## config.mk

```make
export PLATFORM = sky130hd
export DESIGN_NAME = pc_fetch_ctrl
export DESIGN_NICKNAME = d
export VERILOG_FILES = /design/src/rtl/pc_fetch_pkg.sv /design/src/rtl/pc_fetch_ctrl.sv
export SDC_FILE = /design/constraint.sdc
export NUM_CORES = 1
export LEC_CHECK = 0
export ABC_AREA = 1
export CORE_UTILIZATION = 50
export CTS_CLUSTER_DIAMETER = 120
export DETAILED_ROUTE_END_ITERATION = 10
export MAX_ROUTING_LAYER = met4
export PLACE_DENSITY = 0.81
export SYNTH_ARGS = -nofsm -noshare
export SYNTH_HDL_FRONTEND = slang
export SYNTH_SLANG_ARGS = --single-unit
```

## constraint.sdc

```tcl
create_clock -name clk -period 3.94 [get_ports clk]
set_input_delay 0.591 -clock clk [delete_from_list [all_inputs] [get_ports clk]]
set_output_delay 0.591 -clock clk [all_outputs]
set_load 0.03 [all_outputs]
```

## src/rtl/pc_fetch_pkg.sv

```systemverilog
// Shared types and constants for the MIPS instruction fetch controller.
// The optional branch delay slot is enabled by defining PC_FETCH_DELAY_SLOT_EN.
package pc_fetch_pkg;

    localparam int PC_W        = 32;
    localparam int INSTR_BYTES = 4;

    localparam logic [PC_W-1:0] DEFAULT_RESET_PC   = 32'hBFC0_0000;
    localparam logic [PC_W-1:0] DEFAULT_EXC_VECTOR = 32'hBFC0_0380;
    localparam logic [PC_W-1:0] PC_ALIGN_MASK      = ~PC_W'(INSTR_BYTES - 1);

    typedef enum logic [1:0] {
        BOOT,
        REQ,
        WAIT,
        FULL
    } state_e;

    function automatic logic [PC_W-1:0] align_pc(input logic [PC_W-1:0] pc);
        return pc & PC_ALIGN_MASK;
    endfunction

endpackage

```

## src/rtl/pc_fetch_ctrl.sv

```systemverilog
// Owns the architectural PC, issues one instruction fetch at a time and buffers one word for decode.
// Define PC_FETCH_DELAY_SLOT_EN to model the MIPS branch delay slot.
module pc_fetch_ctrl
    import pc_fetch_pkg::*;
#(
    parameter logic [PC_W-1:0] RESET_PC   = DEFAULT_RESET_PC,
    parameter logic [PC_W-1:0] EXC_VECTOR = DEFAULT_EXC_VECTOR
) (
    input  logic            clk,
    input  logic            rst_n,
    output logic            imem_req,
    output logic [PC_W-1:0] imem_addr,
    input  logic            imem_gnt,
    input  logic            imem_rvalid,
    input  logic [PC_W-1:0] imem_rdata,
    output logic            instr_valid,
    output logic [PC_W-1:0] instr,
    output logic [PC_W-1:0] instr_pc,
    input  logic            instr_ready,
    input  logic            redirect_valid,
    input  logic [PC_W-1:0] redirect_pc,
    input  logic            exc_valid,
    output logic [PC_W-1:0] epc
);

    state_e          state_q, state_d;
    logic [PC_W-1:0] fetch_pc_q, fetch_pc_d;
    logic [PC_W-1:0] addr_q, addr_d;
    logic            kill_q, kill_d;
    logic [PC_W-1:0] instr_q, instr_d;
    logic [PC_W-1:0] instr_pc_q, instr_pc_d;
    logic [PC_W-1:0] epc_q, epc_d;
    logic [PC_W-1:0] redir_pc;

`ifdef PC_FETCH_DELAY_SLOT_EN
    logic            pend_q, pend_d;
    logic [PC_W-1:0] target_q, target_d;
    // slot_q marks the delay-slot instruction from its grant until decode accepts it.
    logic            slot_q, slot_d;
`endif

    assign redir_pc = align_pc(redirect_pc);

    always_comb begin
        // NOTE: every *_d gets its hold value first so no path through this block can infer a latch.
        state_d    = state_q;
        fetch_pc_d = fetch_pc_q;
        addr_d     = addr_q;
        kill_d     = kill_q;
        instr_d    = instr_q;
        instr_pc_d = instr_pc_q;
        epc_d      = epc_q;
`ifdef PC_FETCH_DELAY_SLOT_EN
        pend_d     = pend_q;
        target_d   = target_q;
        slot_d     = slot_q;
`endif

        if (exc_valid) begin
            fetch_pc_d = EXC_VECTOR;
`ifdef PC_FETCH_DELAY_SLOT_EN
            pend_d     = 1'b0;
            slot_d     = 1'b0;
`endif
            unique case (state_q)
                FULL: begin
                    epc_d   = instr_pc_q;
                    addr_d  = EXC_VECTOR;
                    state_d = REQ;
                end
                WAIT: begin
                    epc_d = addr_q;
                    // A response arriving with the exception has drained: restart directly.
                    if (imem_rvalid) begin
                        kill_d  = 1'b0;
                        addr_d  = EXC_VECTOR;
                        state_d = REQ;
                    end else begin
                        kill_d = 1'b1;
                    end
                end
                REQ: begin
                    epc_d   = addr_q;
                    kill_d  = 1'b1;
                    state_d = imem_gnt ? WAIT : REQ;
                end
                default: begin
                    epc_d   = addr_q;
                    addr_d  = EXC_VECTOR;
                    state_d = REQ;
                end
            endcase
        end else begin
            unique case (state_q)
                BOOT: state_d = REQ;
                REQ: begin
                    if (imem_gnt) begin
                        state_d = WAIT;
                        if (kill_q) begin
                            fetch_pc_d = fetch_pc_q;
`ifdef PC_FETCH_DELAY_SLOT_EN
                        end else if (pend_q) begin
                            fetch_pc_d = target_q;
                            pend_d     = 1'b0;
                            slot_d     = 1'b1;
`endif
                        end else begin
                            fetch_pc_d = addr_q + PC_W'(INSTR_BYTES);
                        end
                    end
                end
                WAIT: begin
                    if (imem_rvalid) begin
                        if (kill_q) begin
                            kill_d  = 1'b0;
                            addr_d  = fetch_pc_q;
                            state_d = REQ;
                        end else begin
                            instr_d    = imem_rdata;
                            instr_pc_d = addr_q;
                            state_d    = FULL;
                        end
                    end
                end
                FULL: begin
                    if (instr_ready) begin
                        state_d = REQ;
                        addr_d  = fetch_pc_q;
`ifdef PC_FETCH_DELAY_SLOT_EN
                        slot_d  = 1'b0;
                        if (redirect_valid && !pend_q && !slot_q) begin
                            target_d = redir_pc;
                            pend_d   = 1'b1;
                        end
`else
                        if (redirect_valid) begin
                            fetch_pc_d = redir_pc;
                            addr_d     = redir_pc;
                        end
`endif
                    end
                end
                default: state_d = BOOT;
            endcase
        end
    end

    // NOTE: state registers use non-blocking assignments so every flop samples pre-edge values.
    always_ff @(posedge clk or negedge rst_n) begin
        if (!rst_n) begin
            state_q    <= BOOT;
            fetch_pc_q <= RESET_PC;
            addr_q     <= RESET_PC;
            kill_q     <= 1'b0;
            // NOTE: the one-entry buffer is reset so decode never sees stale data after reset.
            instr_q    <= '0;
            instr_pc_q <= '0;
            epc_q      <= '0;
        end else begin
            state_q    <= state_d;
            fetch_pc_q <= fetch_pc_d;
            addr_q     <= addr_d;
            kill_q     <= kill_d;
            instr_q    <= instr_d;
            instr_pc_q <= instr_pc_d;
            epc_q      <= epc_d;
        end
    end

`ifdef PC_FETCH_DELAY_SLOT_EN
    always_ff @(posedge clk or negedge rst_n) begin
        if (!rst_n) begin
            pend_q   <= 1'b0;
            target_q <= '0;
            slot_q   <= 1'b0;
        end else begin
            pend_q   <= pend_d;
            target_q <= target_d;
            slot_q   <= slot_d;
        end
    end
`endif

    assign imem_req    = (state_q == REQ);
    assign imem_addr   = addr_q;
    assign instr_valid = (state_q == FULL);
    assign instr       = instr_q;
    assign instr_pc    = instr_pc_q;
    assign epc         = epc_q;

endmodule

```

==> Changelog: implementation <==
## Implementation

* Status: finished, final reports clean
* Sw Ratio at 0.443
* Unique masters post-synth at 33
* Avg Cell Area, Syn at 8.17 µm²
* Skew final at 4.72 ps
* Fin Setup TNS at 0 ps
* Number of DRC markers in iteration 0 at 672
* Final setup vio count at 0
* Global-route wire length before repair at 37500 µm
* Clock power share at 0.191
* YS chip area at 8100 µm²
* Init Core Util at 0.511
* Initial antenna violation count at 0
* Ao+oa area frac at 0.158
* Longest Clk Path Bufs at 2
* Critical Path Sink Type: register
* Die Span Y at 129 µm
* Yosys cell count at 991
* PwrDens at 885 nW/µm²
* Site Rows at 46
* Multiplexer share at 0.0445
* Relative slew margins at 0.267
* Cts repair resizes at 0
* Die width at 129 µm
* Layout area overhead at 34.1%
* DP Cell Count at 1364
* Cts bufs inserted at 17
* Synthesized cell area at 8100 µm²
* Worst R2R Path Depth at 8
* Leak pwr at 4.85 nW
* Adder Area Share at 0.00773
* Post-layout nets at 1243
* Hpwl dp at 16500 µm
* Tightest Pin Transition at 1100 ps
* Final GP Congestion at 0.979
* CP max FO at 36
* Die area at 16700 µm²
* Fin crit share at 0.719
* Max-Cap Viols at 0
* Max Freq at 353 MHz
* Final Max Slew Viols at 0
* Startpoint types: primary input
* Max IR drop VDD at 0.600 mV
* Combinational gate power at 4.67 mW
* CTS Sinks at 163
* Total gr overflow at 0
* Int Pwr at 5.35 mW
* Core ar. at 15800 µm²
* DRC Markers at 0
* Hold Violations, Final at 0
* CP Data Required Time at 4270 ps
* Comb power frac at 0.486
* Crit Path Category: in -> reg
* Post-CTS Hold Fix Bufs at 0
* Reg-to-reg slack, setup at 1350 ps
* Routed Antenna Nets at 0
* XOR-XNOR Cells, Area Fraction at 0
* Worst reg2reg path endpoint: imem_addr[4]
* Yosys reg bits at 163
* Synth Instances at 991
* Clk pwr at 1.83 mW
* Antenna Cells at 0
* Postcts setup bufs at 0
* Crit path time final at 2830 ps
* Root buf cell: clkbuf_16
* Latency at later pin at 430 ps
* H-tree levels at 4
* Sequential Power Share at 0.323
* Ys Warns at 0
* Unrepaired setup endpoints after global routing: false
* Layout cells sized above 1 at 0.104
* Floorplan Nets at 1067
* Pwr top: combinational cells
* Number of iterations in the first detailed-routing pass at 6
* Worst reg2reg path startpoint: state_q[0]
* Clock transition at path regs at 60 ps
* Hold/Removal Path Class: in -> async
* Log Warnings at 33
* P_seq at 3.10 mW
* CTS tree: built
* Largest net degree at the start of global routing at 114
* Main logic family after synthesis: simple AND/OR/NAND/NOR gates
* Seq share, synth at 0.507
* Synth Area in Simple Gates at 0.217
* Via density at 5.50
* Crit path DAT at 3160 ps
* Switching pwr at 4.26 mW
* Vias in the first global route at 7169
* Fillers at 1231
==> synth_stat cells <==
master,n,area [µm²]
nor3_1,13,65.1
a21oi_1,61,305
o21ai_2,1,8.76
nor2_1,146,548
a21oi_2,4,35.0
inv_2,3,11.3
a22o_1,1,8.76
and2_1,1,6.26
o211ai_2,1,12.5
a31oi_1,6,37.5
inv_6,1,8.76
nand2_1,212,796
nor2_4,4,45.0
ha_1,5,62.6
mux2_2,32,360
nand3b_1,1,7.51
buf_6,4,45.0
o21ai_0,124,621
o22a_1,1,8.76
o21bai_1,4,30.0
buf_1,3,11.3
buf_2,27,135
dfstp_2,18,473
nand3_1,41,205
buf_4,3,22.5
dfrtp_1,145,3630
nand2_2,5,31.3
o21ai_1,9,45.0
inv_1,65,244
clkbuf_1,16,60.1
o211ai_1,3,22.5
o22ai_1,23,144
nor2_2,8,50.1
==> registers in the layout, indices dropped and copies added (netlist names) <==
signal and flops:
state_q 2, imem_addr 32, epc 32, fetch_pc_q 32, instr 32, instr_pc 32, kill_q 1
==> worst max path at each step <==
stage | cells after the start | startpoint | to
after floorplan | 10 | state_q[1] | fetch_pc_q[26]
after global placement | 8 | exc_valid | imem_addr[2]
after detailed placement | 8 | exc_valid | imem_addr[30]
after CTS | 8 | exc_valid | imem_addr[4]
after global routing | 8 | exc_valid | imem_addr[4]
final | 8 | exc_valid | imem_addr[4]
==> metal layers <==
metal / wire (µm) / GRT usage / part of all wire / up-vias
met5: 0 / - / 0 / -
met4: 550 / 0.104 / 0.023 / 0
met3: 2030 / 0.0607 / 0.085 / 48
met2: 11200 / 0.461 / 0.47 / 372
met1: 10200 / 0.399 / 0.43 / 3656
li1: - / - / - / 3608
==> stage by stage <==
stage          cell area, µm²  total power [mW]  worst slack [ps]  hold WS, ps
4_1_cts                 10900              9.58              1130          353
5_1_grt                 10900              10.1               926          382
2_1_floorplan            8100              5.84              2150          295
3_3_place_gp            10200              7.59               836          465
3_5_place_dp            10200              7.71               756          469
6_report                10900              9.61              1110          250
==> layout by cell type (no fill, tap or decap), types with 8 or more instances in the layout <==
master and count:
nand3_1 40, buf_4 11, a21oi_1 61, o21ai_0 124, inv_1 65, nand2_1 212, nor2_2 8, mux2_2 32
nor3_1 13, clkbuf_16 17, o21ai_1 9, dfrtp_1 145, o22ai_1 23, dfstp_2 18, clkdlybuf4s50_1 197, nor2_1 146
==> cells by family after synthesis <==
family                   Yosys count
adder cells (fa/ha/maj)            5
buffers and inverters            122
multiplexers                      32
AND/OR/NAND/NOR                  431
AND-OR/OR-AND                    238
flip-flops                       163
==> cell type report <==
type	count	area [µm²]	share of cell area
Sequential cell	163	4100	0.378
Multi-Input combinational cell	706	3470	0.320
Timing Repair Buffer	210	2090	0.192
Clock buffer	22	494	0.0455
Tap cell	216	270	0.0249
Inverter	69	264	0.0243
Clock inverter	10	170	0.0157
==> worst max-delay path, cell delays in order <==
cell and delay, ps:
clkdlybuf4s50_1 530, buf_4 370, nor2_1 160, nand2_1 110, nand2_1 70, nor2_2 550
nand2_2 480, o22ai_1 290
Close-up of the layout:
Bar = 5 µm. Region (55, 80) to (75, 100) µm. Cells in gray, sequential cells in the stronger gray; small squares are vias.
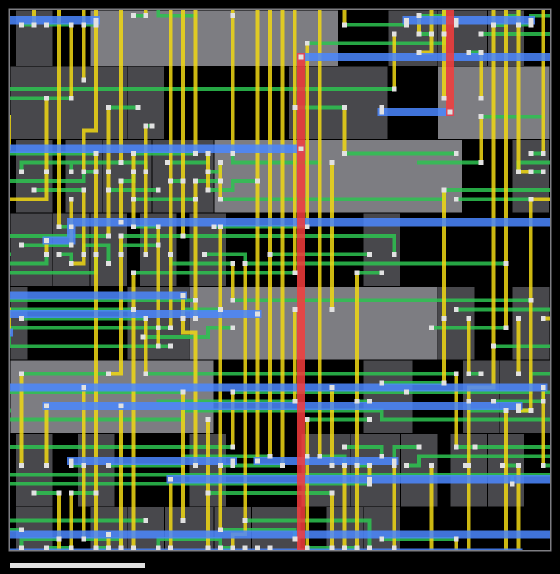
red -> met4
blue -> met3
green -> met1
yellow -> met2
netlist names of flops here include = imem_addr (4)
cells with their middle in the window = 43
most frequent = nand2_1 (18), nand3_1 (5)
sequential cells in the window = 4

I/O nets highlighted:
Bar = 50 µm.
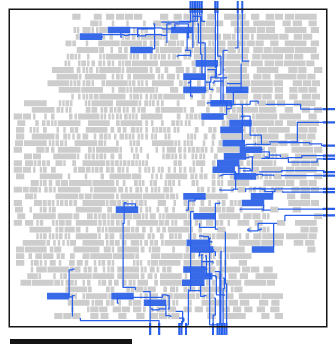
blue -> instr_pc  # bits 32, direction output, edge 11 bottom, 11 right, 10 top, end cells 32, buffers 32, wire 1410 µm
port buffer count: 198
# IOs: 201

Track usage over the die:
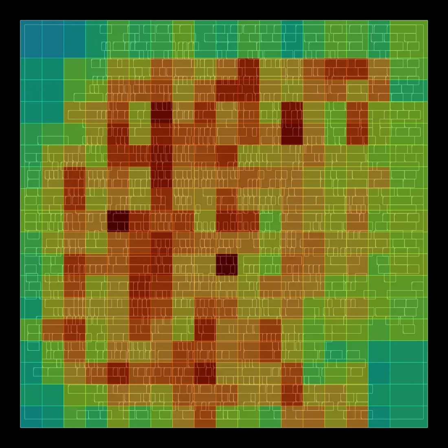
gr usage total: 0.301
met2 usage: 0.461
final core occ: 0.686
GR peak layer: met2
met1 Use GR: 0.399

Selected gate families:
Bar = 50 µm.
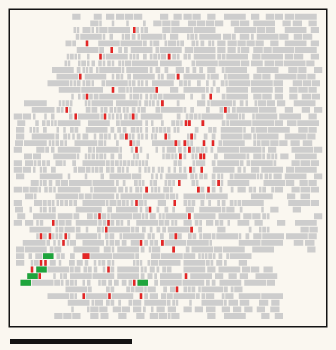
red -> inverters  # cells 69
green -> adder and majority cells  # cells 5, where bottom left
post-route insts no fill: 1396
logic share of the area: 0.320
most frequent logic cell in the layout: nand2_1

Routed metal, one color a layer:
Bar = 50 µm.
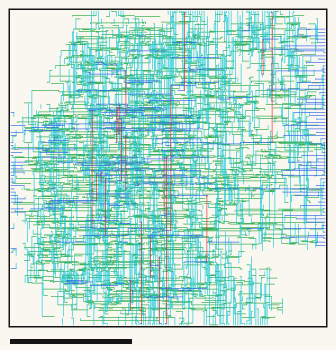
blue -> met3  # wire length 2030 µm
red -> met4  # wire length 550 µm
cyan -> met2  # wire length 11200 µm
green -> met1  # wire length 10200 µm
DR vias: 7684
wirelength, routed: 24000 µm
Avg WL per Cell: 17.2 µm

Power is estimated from default activity; no workload was simulated.
